## config.mk

```make
export PLATFORM = sky130hd
export DESIGN_NAME = sd_read_arbiter
export DESIGN_NICKNAME = d
export VERILOG_FILES = /design/src/rtl/sd_read_arbiter.sv
export SDC_FILE = /design/constraint.sdc
export NUM_CORES = 1
export LEC_CHECK = 0
export CAP_MARGIN = 20
export CORE_ASPECT_RATIO = 0.75
export CORE_MARGIN = 2
export CORE_UTILIZATION = 50
export CTS_CLUSTER_DIAMETER = 30
export DETAILED_ROUTE_END_ITERATION = 8
export PLACE_DENSITY = 0.85
export SYNTH_ARGS = -nofsm -noshare
export SYNTH_HDL_FRONTEND = slang
export SYNTH_SLANG_ARGS = --single-unit
```

## constraint.sdc

```tcl
create_clock -name MasterCLK -period 3.5 [get_ports MasterCLK]
set_clock_uncertainty 0.15 [all_clocks]
set_input_delay 0.525 -clock MasterCLK [delete_from_list [all_inputs] [get_ports MasterCLK]]
set_output_delay 0.525 -clock MasterCLK [all_outputs]
set_load 0.1 [all_outputs]
```

## src/rtl/sd_read_arbiter.sv

```systemverilog
`default_nettype none
// ============================================================================
// Module   : sd_read_arbiter
// Brief    : Shares the SD_SPI block-read path between the audio streamer and
//            the tile loader; issues the read, counts and steers returned bytes.
// Revision : 1.0 - initial release
// ============================================================================
module sd_read_arbiter #(
    parameter int ADDR_W         = 24,
    parameter int BLOCK_BYTES    = 512,
    parameter int IDX_W          = 9,
    parameter int AUD_MAX_STREAK = 3,
    parameter int TIMEOUT        = 1000000,
    parameter int TO_W           = 20
) (
    input  logic              MasterCLK,
    input  logic              Reset,
    input  logic              TileReq,
    input  logic [ADDR_W-1:0] TileAddr,
    output logic              TileGnt,
    output logic              TileWe,
    output logic              TileDone,
    input  logic              AudReq,
    input  logic [ADDR_W-1:0] AudAddr,
    output logic              AudGnt,
    output logic              AudWe,
    output logic              AudDone,
    output logic              SD_Start,
    output logic              SD_Abort,
    output logic [ADDR_W-1:0] SD_Addr,
    input  logic              SD_Valid,
    input  logic [7:0]        SD_Data,
    output logic [7:0]        OutData,
    output logic [IDX_W-1:0]  OutIndex,
    output logic              Error
);

    localparam int                c_ST_W     = 2;
    localparam logic [c_ST_W-1:0] c_IDLE     = 2'd0;
    localparam logic [c_ST_W-1:0] c_ISSUE    = 2'd1;
    localparam logic [c_ST_W-1:0] c_STREAM   = 2'd2;

    localparam int                 c_STK_W    = (AUD_MAX_STREAK < 1) ? 1 : $clog2(AUD_MAX_STREAK + 1);
    localparam logic [c_STK_W-1:0] c_STK_MAX  = c_STK_W'(AUD_MAX_STREAK);
    localparam logic [IDX_W-1:0]   c_LAST_IDX = IDX_W'(BLOCK_BYTES - 1);
    localparam logic [TO_W-1:0]    c_WD_LIMIT = TO_W'(TIMEOUT - 1);

    logic [c_ST_W-1:0]  r_state;
    logic [c_ST_W-1:0]  w_state_nxt;
    logic               r_owner_aud;
    logic               r_gnt;
    logic               r_start;
    logic               r_we;
    logic               r_done;
    logic               r_error;
    logic               r_abort;
    logic [ADDR_W-1:0]  r_sd_addr;
    logic [7:0]         r_out_data;
    logic [IDX_W-1:0]   r_out_index;
    logic [IDX_W-1:0]   r_cnt;
    logic [TO_W-1:0]    r_wd;
    logic [c_STK_W-1:0] r_streak;

    logic               w_any_req;
    logic               w_grant;
    logic               w_aud_win;
    logic               w_streaming;
    logic               w_take;
    logic               w_last;
    logic               w_expire;
    logic [c_STK_W-1:0] w_streak_inc;

    // Audio wins ties until it has taken AUD_MAX_STREAK grants in a row over a waiting tile.
    assign w_any_req    = TileReq | AudReq;
    assign w_aud_win    = AudReq & (~TileReq | (r_streak != c_STK_MAX));
    assign w_grant      = (r_state == c_IDLE) & w_any_req;
    assign w_streak_inc = (r_streak == c_STK_MAX) ? r_streak : r_streak + c_STK_W'(1);

    // The Done cycle is still spent in STREAM so Gnt covers it and no byte is taken.
    assign w_streaming  = (r_state == c_STREAM) & ~r_done;
    assign w_take       = w_streaming & SD_Valid;
    assign w_last       = w_take & (r_cnt == c_LAST_IDX);
    assign w_expire     = w_streaming & ~SD_Valid & (r_wd == c_WD_LIMIT);

    always_ff @(posedge MasterCLK) begin
        if (Reset) begin
            r_state <= c_IDLE;
        end else begin
            r_state <= w_state_nxt;
        end
    end

    always_comb begin
        w_state_nxt = r_state;
        case (r_state)
            c_IDLE:   if (w_any_req) w_state_nxt = c_ISSUE;
            c_ISSUE:  w_state_nxt = c_STREAM;
            c_STREAM: if (r_done) w_state_nxt = c_IDLE;
            default:  w_state_nxt = c_IDLE;
        endcase
    end

    always_ff @(posedge MasterCLK) begin
        if (Reset) begin
            r_owner_aud <= 1'b0;
            r_gnt       <= 1'b0;
            r_start     <= 1'b0;
            r_we        <= 1'b0;
            r_done      <= 1'b0;
            r_error     <= 1'b0;
            r_abort     <= 1'b0;
            r_sd_addr   <= '0;
            r_out_data  <= '0;
            r_out_index <= '0;
            r_cnt       <= '0;
            r_wd        <= '0;
            r_streak    <= '0;
        end else begin
            r_start <= 1'b0;
            r_we    <= 1'b0;
            r_done  <= 1'b0;
            r_error <= 1'b0;
            r_abort <= 1'b0;

            if (r_done) begin
                r_gnt <= 1'b0;
            end

            if (w_grant) begin
                r_owner_aud <= w_aud_win;
                r_sd_addr   <= w_aud_win ? AudAddr : TileAddr;
                r_gnt       <= 1'b1;
                r_start     <= 1'b1;
                r_cnt       <= '0;
                r_wd        <= '0;
                if (w_aud_win && TileReq) begin
                    r_streak <= w_streak_inc;
                end else begin
                    r_streak <= '0;
                end
            end

            if (w_take) begin
                r_we        <= 1'b1;
                r_out_data  <= SD_Data;
                r_out_index <= r_cnt;
                r_wd        <= '0;
                if (!w_last) begin
                    r_cnt <= r_cnt + 1'b1;
                end
            end else if (w_streaming && !w_expire) begin
                r_wd <= r_wd + 1'b1;
            end

            if (w_last) begin
                r_done <= 1'b1;
            end

            if (w_expire) begin
                r_done  <= 1'b1;
                r_error <= 1'b1;
                r_abort <= 1'b1;
            end
        end
    end

    assign TileGnt  = r_gnt  & ~r_owner_aud;
    assign TileWe   = r_we   & ~r_owner_aud;
    assign TileDone = r_done & ~r_owner_aud;
    assign AudGnt   = r_gnt  &  r_owner_aud;
    assign AudWe    = r_we   &  r_owner_aud;
    assign AudDone  = r_done &  r_owner_aud;
    assign SD_Start = r_start;
    assign SD_Abort = r_abort;
    assign SD_Addr  = r_sd_addr;
    assign OutData  = r_out_data;
    assign OutIndex = r_out_index;
    assign Error    = r_error;

endmodule
`default_nettype wire

```

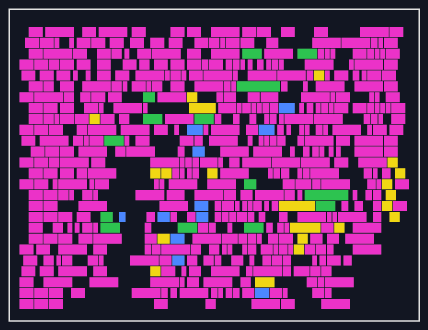
*Cells by drive strength*
Scale: 4 px per µm.
Key: _6 and larger = green [cells 14]; _0 and _1 cells = magenta [cells 468]; _3 and _4 cells = yellow [cells 21]; _2 cells = blue [cells 11]
Signal buffers: 119
P&R area growth vs syn: 38.1%
final worst-path setup slack: 902 ps
Final Cell Area: 4980 µm²

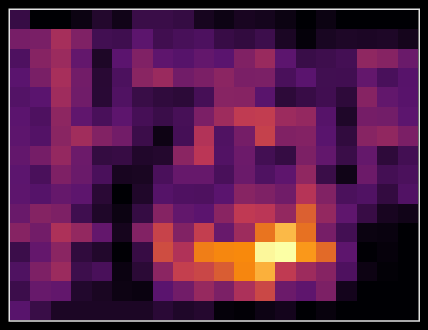
*Wiring heat map*
Scale: 4 px per µm. 20 x 16 tiles, from black (low) to pale yellow (high), scaled to the fullest tile. Values are wire area over tile area, all layers added.
The fullest tile reaches 0.80. The densest ninth of the die: bottom centre. The emptiest ninth of the die: upper right. The mean over all tiles is 0.20. 8.1% of the tiles are nearly empty. 7.8% of the tiles are over half the peak.
global router's overall resource usage: 0.238
total wire length: 9180 µm
vias: 3439
average routed wire per standard cell: 15.0 µm

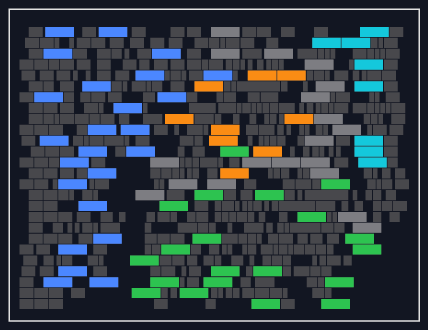
*Sequential cells grouped by signal name*
Scale: 4 px per µm.
Key: `SD_Addr` = blue [sequential cells 24]; `OutData` = cyan [sequential cells 8, where upper right]; `r_wd` = green [sequential cells 20]; `r_cnt` = orange [sequential cells 9]
Another 19 sequential cells are not coloured.
register area: 1600 µm²
final core occ: 0.722
Seq. pwr: 0.000987 W

==> impl_metrics.tcl <==
# collected from the flow reports
set metrics [dict create \
    run_status "completed" \
    rsz0062_at_grt "no" \
    place_ws_ps 562 \
    maxCapViolCount 0 \
    synth_flops 80 \
    hpwl_um 6550 \
    drive_gt1_frac 0.0895 \
    grt_use_met3 0.112 \
    cts_setup_buffers 0 \
    n_all_inverters 0 \
    xor_area_frac 0.0194 \
    floorplan.nets 474 \
    clk_pin_slew_ps 90 \
    post-route-period-util 0.742 \
    ctsResizeCount 0 \
    fin_crit_ps 2600 \
    busiest_layer "met2" \
    tns_ps 0 \
    p_per_area_nw_per_um2 485 \
    mux_area_frac 0.0846 \
    drt_first_pass_iters 5 \
]
[critical path: stages]
cell	delay (ps)
clkdlybuf4s50_1	470
or4bb_1	550
nor4_4	250
a21o_1	410
buf_4	240
a21oi_2	40
a41o_1	200
[worst paths after layout]
kind | from | end | slack, ps | cells after the start
worst max-delay path | SD_Valid | r_wd[18]$_SDFFE_PP0P_ | 900 | 7
worst max register to register | r_wd[5]$_SDFFE_PP0P_ | r_wd[18]$_SDFFE_PP0P_ | 1080 | 6
worst min-delay path | OutData[2]$_SDFFE_PP0P_ | OutData[2]$_SDFFE_PP0P_ | 310 | 2
worst min register to register | OutData[2]$_SDFFE_PP0P_ | OutData[2]$_SDFFE_PP0P_ | 310 | 2
Power figures rest on the tool's default switching activity, not on a simulated workload.
